[src/rtl/ray_column_flattener_if.sv]
// Ray-result handshake, swap status and pixel-write bus between the raycaster and the frame buffer.
// The slave modport is the flattener's view; master is the view of whatever drives and observes it.
interface ray_column_flattener_if;
    logic        ray_valid_in;
    logic        ray_ready_out;
    logic [8:0]  ray_col_in;
    logic [7:0]  wall_height_in;
    logic [15:0] wall_color_in;
    logic        wall_side_in;
    logic [1:0]  fb_ready_to_switch_in;
    logic [15:0] ray_address_out;
    logic [15:0] ray_pixel_out;
    logic        ray_valid_out;
    logic        ray_last_pixel_out;

    modport slave (
        input  ray_valid_in,
        output ray_ready_out,
        input  ray_col_in,
        input  wall_height_in,
        input  wall_color_in,
        input  wall_side_in,
        input  fb_ready_to_switch_in,
        output ray_address_out,
        output ray_pixel_out,
        output ray_valid_out,
        output ray_last_pixel_out
    );

    modport master (
        output ray_valid_in,
        input  ray_ready_out,
        output ray_col_in,
        output wall_height_in,
        output wall_color_in,
        output wall_side_in,
        output fb_ready_to_switch_in,
        input  ray_address_out,
        input  ray_pixel_out,
        input  ray_valid_out,
        input  ray_last_pixel_out
    );
endinterface

[src/rtl/ray_column_flattener.sv]
// Expands one ray result into SCREEN_HEIGHT RGB565 writes (ceiling/wall/floor); row 0 one cycle after accept.
// Ready only in IDLE: one column per SCREEN_HEIGHT+1 cycles, and no rays after the last column until a swap.
module ray_column_flattener #(
    parameter int unsigned SCREEN_WIDTH  = 320,
    parameter int unsigned SCREEN_HEIGHT = 180,
    parameter logic [15:0] CEILING_COLOR = 16'h2104,
    parameter logic [15:0] FLOOR_COLOR   = 16'h4208
) (
    input  logic                         pixel_clk_in,
    input  logic                         rst_in,
    ray_column_flattener_if.slave        bus
);
    localparam logic [8:0]  LAST_COL   = 9'(SCREEN_WIDTH - 1);
    localparam logic [9:0]  COL_LIMIT  = 10'(SCREEN_WIDTH);
    localparam logic [7:0]  HEIGHT     = 8'(SCREEN_HEIGHT);
    localparam logic [7:0]  LAST_ROW   = 8'(SCREEN_HEIGHT - 1);
    localparam logic [15:0] ROW_STRIDE = 16'(SCREEN_WIDTH);

    typedef enum logic [1:0] {
        IDLE      = 2'd0,
        DRAW      = 2'd1,
        WAIT_SWAP = 2'd2
    } state_t;

    state_t      state_q, state_d;
    logic [8:0]  col_q, col_d;
    logic [7:0]  row_q, row_d;
    logic [7:0]  top_q, top_d;
    logic [7:0]  bottom_q, bottom_d;
    logic [15:0] wall_q, wall_d;
    logic [15:0] addr_q, addr_d;
    logic [15:0] pix_q, pix_d;
    logic        valid_q, valid_d;
    logic        last_q, last_d;

    logic [7:0]  h_clamp;
    logic [7:0]  top_new;
    logic [7:0]  bottom_new;
    logic [15:0] wall_new;
    logic        col_in_range;

    function automatic logic [15:0] shade(input logic [7:0] row, input logic [7:0] top,
                                          input logic [7:0] bottom, input logic [15:0] wall);
        if (row < top) begin
            return CEILING_COLOR;
        end else if (row < bottom) begin
            return wall;
        end else begin
            return FLOOR_COLOR;
        end
    endfunction

    function automatic logic is_last(input logic [8:0] col, input logic [7:0] row);
        return (col == LAST_COL) && (row == LAST_ROW);
    endfunction

    // Side faces halve each 5/6/5 field independently so no channel bleeds into its neighbour.
    always_comb begin
        h_clamp      = (bus.wall_height_in > HEIGHT) ? HEIGHT : bus.wall_height_in;
        top_new      = (HEIGHT - h_clamp) >> 1;
        bottom_new   = top_new + h_clamp;
        wall_new     = bus.wall_side_in
                     ? {1'b0, bus.wall_color_in[15:12], 1'b0, bus.wall_color_in[10:6],
                        1'b0, bus.wall_color_in[4:1]}
                     : bus.wall_color_in;
        col_in_range = ({1'b0, bus.ray_col_in} < COL_LIMIT);
    end

    always_comb begin
        state_d  = state_q;
        col_d    = col_q;
        row_d    = row_q;
        top_d    = top_q;
        bottom_d = bottom_q;
        wall_d   = wall_q;
        addr_d   = addr_q;
        pix_d    = pix_q;
        valid_d  = 1'b0;
        last_d   = 1'b0;

        unique case (state_q)
            IDLE: begin
                // Out-of-range columns are still handshaken so the raycaster never stalls on them.
                if (bus.ray_valid_in && col_in_range) begin
                    col_d    = bus.ray_col_in;
                    top_d    = top_new;
                    bottom_d = bottom_new;
                    wall_d   = wall_new;
                    row_d    = 8'd0;
                    addr_d   = {7'd0, bus.ray_col_in};
                    pix_d    = shade(8'd0, top_new, bottom_new, wall_new);
                    valid_d  = 1'b1;
                    last_d   = is_last(bus.ray_col_in, 8'd0);
                    state_d  = DRAW;
                end
            end
            DRAW: begin
                if (row_q == LAST_ROW) begin
                    state_d = (col_q == LAST_COL) ? WAIT_SWAP : IDLE;
                end else begin
                    row_d   = row_q + 8'd1;
                    addr_d  = addr_q + ROW_STRIDE;
                    pix_d   = shade(row_d, top_q, bottom_q, wall_q);
                    valid_d = 1'b1;
                    last_d  = is_last(col_q, row_d);
                end
            end
            WAIT_SWAP: begin
                if (bus.fb_ready_to_switch_in == 2'b11) begin
                    state_d = IDLE;
                end
            end
            default: begin
                state_d = IDLE;
            end
        endcase
    end

    always_ff @(posedge pixel_clk_in) begin
        if (rst_in) begin
            state_q  <= IDLE;
            col_q    <= '0;
            row_q    <= '0;
            top_q    <= '0;
            bottom_q <= '0;
            wall_q   <= '0;
            addr_q   <= '0;
            pix_q    <= '0;
            valid_q  <= 1'b0;
            last_q   <= 1'b0;
        end else begin
            state_q  <= state_d;
            col_q    <= col_d;
            row_q    <= row_d;
            top_q    <= top_d;
            bottom_q <= bottom_d;
            wall_q   <= wall_d;
            addr_q   <= addr_d;
            pix_q    <= pix_d;
            valid_q  <= valid_d;
            last_q   <= last_d;
        end
    end

    assign bus.ray_ready_out      = (state_q == IDLE) && !rst_in;
    assign bus.ray_address_out    = addr_q;
    assign bus.ray_pixel_out      = pix_q;
    assign bus.ray_valid_out      = valid_q;
    assign bus.ray_last_pixel_out = last_q;
endmodule

[src/flat_wrapper.sv]
// flat-port wrapper written by rule: the top's interface ports become plain ports
module ray_column_flattener_flat 
#(
    parameter int unsigned SCREEN_WIDTH  = 320,
    parameter int unsigned SCREEN_HEIGHT = 180,
    parameter logic [15:0] CEILING_COLOR = 16'h2104,
    parameter logic [15:0] FLOOR_COLOR   = 16'h4208
)
  (pixel_clk_in, rst_in, bus_ray_valid_in, bus_ray_ready_out, bus_ray_col_in, bus_wall_height_in, bus_wall_color_in, bus_wall_side_in, bus_fb_ready_to_switch_in, bus_ray_address_out, bus_ray_pixel_out, bus_ray_valid_out, bus_ray_last_pixel_out);
  ray_column_flattener_if bus_i ();
  input  logic pixel_clk_in;
  input  logic rst_in;
  input wire logic [$bits(bus_i.ray_valid_in)-1:0] bus_ray_valid_in;
  output wire logic [$bits(bus_i.ray_ready_out)-1:0] bus_ray_ready_out;
  input wire logic [$bits(bus_i.ray_col_in)-1:0] bus_ray_col_in;
  input wire logic [$bits(bus_i.wall_height_in)-1:0] bus_wall_height_in;
  input wire logic [$bits(bus_i.wall_color_in)-1:0] bus_wall_color_in;
  input wire logic [$bits(bus_i.wall_side_in)-1:0] bus_wall_side_in;
  input wire logic [$bits(bus_i.fb_ready_to_switch_in)-1:0] bus_fb_ready_to_switch_in;
  output wire logic [$bits(bus_i.ray_address_out)-1:0] bus_ray_address_out;
  output wire logic [$bits(bus_i.ray_pixel_out)-1:0] bus_ray_pixel_out;
  output wire logic [$bits(bus_i.ray_valid_out)-1:0] bus_ray_valid_out;
  output wire logic [$bits(bus_i.ray_last_pixel_out)-1:0] bus_ray_last_pixel_out;
  assign bus_i.ray_valid_in = bus_ray_valid_in;
  assign bus_ray_ready_out = bus_i.ray_ready_out;
  assign bus_i.ray_col_in = bus_ray_col_in;
  assign bus_i.wall_height_in = bus_wall_height_in;
  assign bus_i.wall_color_in = bus_wall_color_in;
  assign bus_i.wall_side_in = bus_wall_side_in;
  assign bus_i.fb_ready_to_switch_in = bus_fb_ready_to_switch_in;
  assign bus_ray_address_out = bus_i.ray_address_out;
  assign bus_ray_pixel_out = bus_i.ray_pixel_out;
  assign bus_ray_valid_out = bus_i.ray_valid_out;
  assign bus_ray_last_pixel_out = bus_i.ray_last_pixel_out;
  ray_column_flattener #(.SCREEN_WIDTH(SCREEN_WIDTH), .SCREEN_HEIGHT(SCREEN_HEIGHT), .CEILING_COLOR(CEILING_COLOR), .FLOOR_COLOR(FLOOR_COLOR)) u_core (.pixel_clk_in(pixel_clk_in), .rst_in(rst_in), .bus(bus_i));
endmodule
[config.mk]
export PLATFORM = sky130hd
export DESIGN_NAME = ray_column_flattener_flat
export DESIGN_NICKNAME = d
export VERILOG_FILES = /design/src/rtl/ray_column_flattener_if.sv /design/src/rtl/ray_column_flattener.sv /design/src/flat_wrapper.sv
export SDC_FILE = /design/constraint.sdc
export NUM_CORES = 1
export LEC_CHECK = 0
export CORE_MARGIN = 3
export CORE_UTILIZATION = 45
export CTS_BUF_LIST = sky130_fd_sc_hd__clkbuf_16
export CTS_CLUSTER_DIAMETER = 200
export CTS_CLUSTER_SIZE = 10
export DETAILED_ROUTE_END_ITERATION = 10
export GPL_ROUTABILITY_DRIVEN = 0
export PLACE_DENSITY = 0.71
export SYNTH_ARGS = -nofsm -noshare
export SYNTH_HDL_FRONTEND = slang
export SYNTH_SLANG_ARGS = --single-unit
[constraint.sdc]
create_clock -name pixel_clk_in -period 4 [get_ports pixel_clk_in]
set_input_delay 0.8 -clock pixel_clk_in [delete_from_list [all_inputs] [get_ports pixel_clk_in]]
set_output_delay 0.8 -clock pixel_clk_in [all_outputs]
set_load 0.02 [all_outputs]
Figure 1. Where the registers sit.
Scale: 4 px per um. Other sequential cells in the stronger grey, the rest of the logic in the fainter grey.
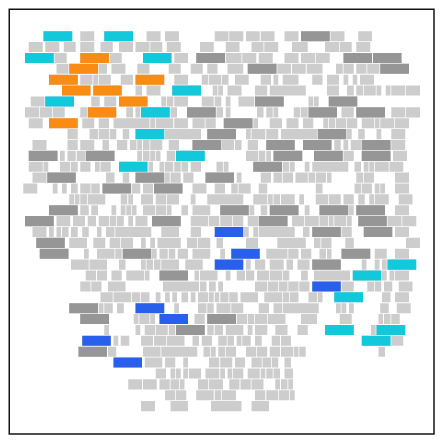
| colour | netlist name | flops |
|---|---|---|
| orange | u_core.col_q | 9 |
| blue | u_core.bottom_q | 8 |
| cyan | u_core.bus.ray_address_out | 16 |
not coloured: 51
power of the sequential group: 0.000927 W
Post-Route Utilization: 62.2%
sequential portion of the cell area: 28.6%
area occupied by registers: 1680 um^2

Figure 2. The metal 1 layer.
Scale: 2 px per um.
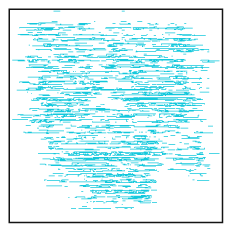
nets with wire on the layer: 636
wire length on this layer: 5400 um
longest straight run: 28.1 um
main direction: horizontal
wire length reported by the detailed router: 12000 um
overall via count from detail_route: 4183
global routing usage on met1: 27.8%

Figure 3. Gate families picked out.
Scale: 2 px per um.
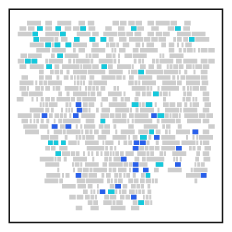
| colour | family | cells | most used |
|---|---|---|---|
| blue | XOR/XNOR gates | 23 | xor2_1 |
| cyan | AND-OR and OR-AND gates | 36 | a22o_1 |

Figure 4. Zoomed window.
Region (67, 67) to (92, 92) um. Cells in grey, sequential cells in the stronger grey; small squares are vias.
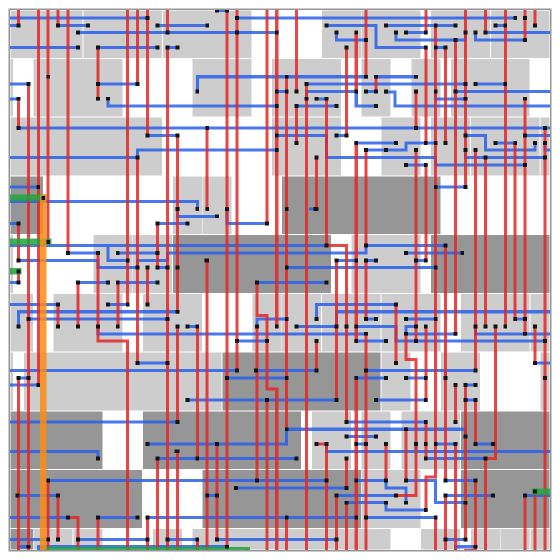
| colour | layer |
|---|---|
| blue | met1 |
| orange | met4 |
| red | met2 |
| green | met3 |
most frequent: dfxtp_1 (10), o21ai_0 (7), nor2_1 (6)
sequential cells in the window: 10
cells with their middle in the window: 48
netlist names of flops here include: u_core.wall_q (6), u_core.bus.ray_pixel_out (4)

Figure 5. Track usage over the die.
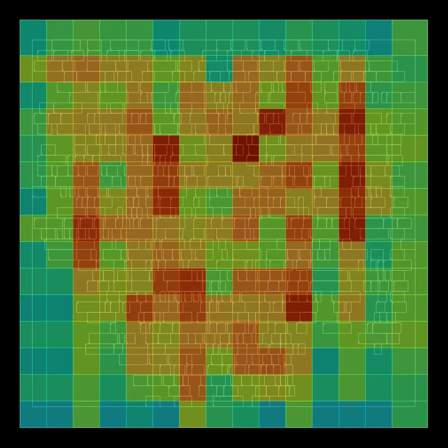
global routing met3 resource utilization: 4.65%
grt peak-use layer: met2
overall track demand over capacity in global routing: 21.5%

==> notes.md <==
The flow ran to the end, and the final reports show no timing, DRC or antenna violations. The CTS root buffer is clkbuf_16. The area fraction of the dominant cell type after synthesis came out at 37.5%. Looking at the reg2reg group, the worst path ends at u_core.bus.ray_pixel_out[8]$_SDFFE_PP0P_. The top-level I/O count is 74.

The floorplan report lists the tap cell count as 129. The run gives 0.06 ns for the post-CTS clock slew at the launch and capture registers of the worst setup and hold paths. The fraction of registers with async set/reset is 0%. For the area of the core region, the log shows 9460 um^2. The wire-length estimate of the detail-placed layout is 8640 um.

The logs give 0.454 ns for the worst hold margin and 0.000777 W for the clock group total power. Of the cells placed in the final design, the portion with a size suffix greater than 1 is 13.9%. The leakage component of the power came out at 2.31 nW. The run gives 4021 as the number of global-route vias before repair.

The total length of routed met2 wires came out at 5960 um. Measured in cells, the most critical reg-to-reg path has a length of 12. For this run, the slowest stage of the critical path takes 0.46 ns. The run gives 0 as the number of buffers inserted for hold repair after clock tree synthesis. After clock tree synthesis, the repair step resized 0 gates. The run gives 25.1% as the share of power burned in combinational logic.

Warnings raised by the tools during the run amount to 29. The number of nets in the synthesized netlist is 590, and the total of flip-flops plus latches after synthesis is 84. For reference, the critical path is launched at bus_wall_height_in[0]. STA shows the worst min-delay path finishing at u_core.wall_q[5]$_SDFFE_PP0P_. Non-clock buffers in the final layout number 110. Combinational power for this build is 0.000572 W.

The worst setup path is launched from an input port. The run gives 0 as the count of final max-slew check failures. The power report attributes to the clock group a share of 34.1%.
No activity file was given, so power comes from the tool's default toggle rates.
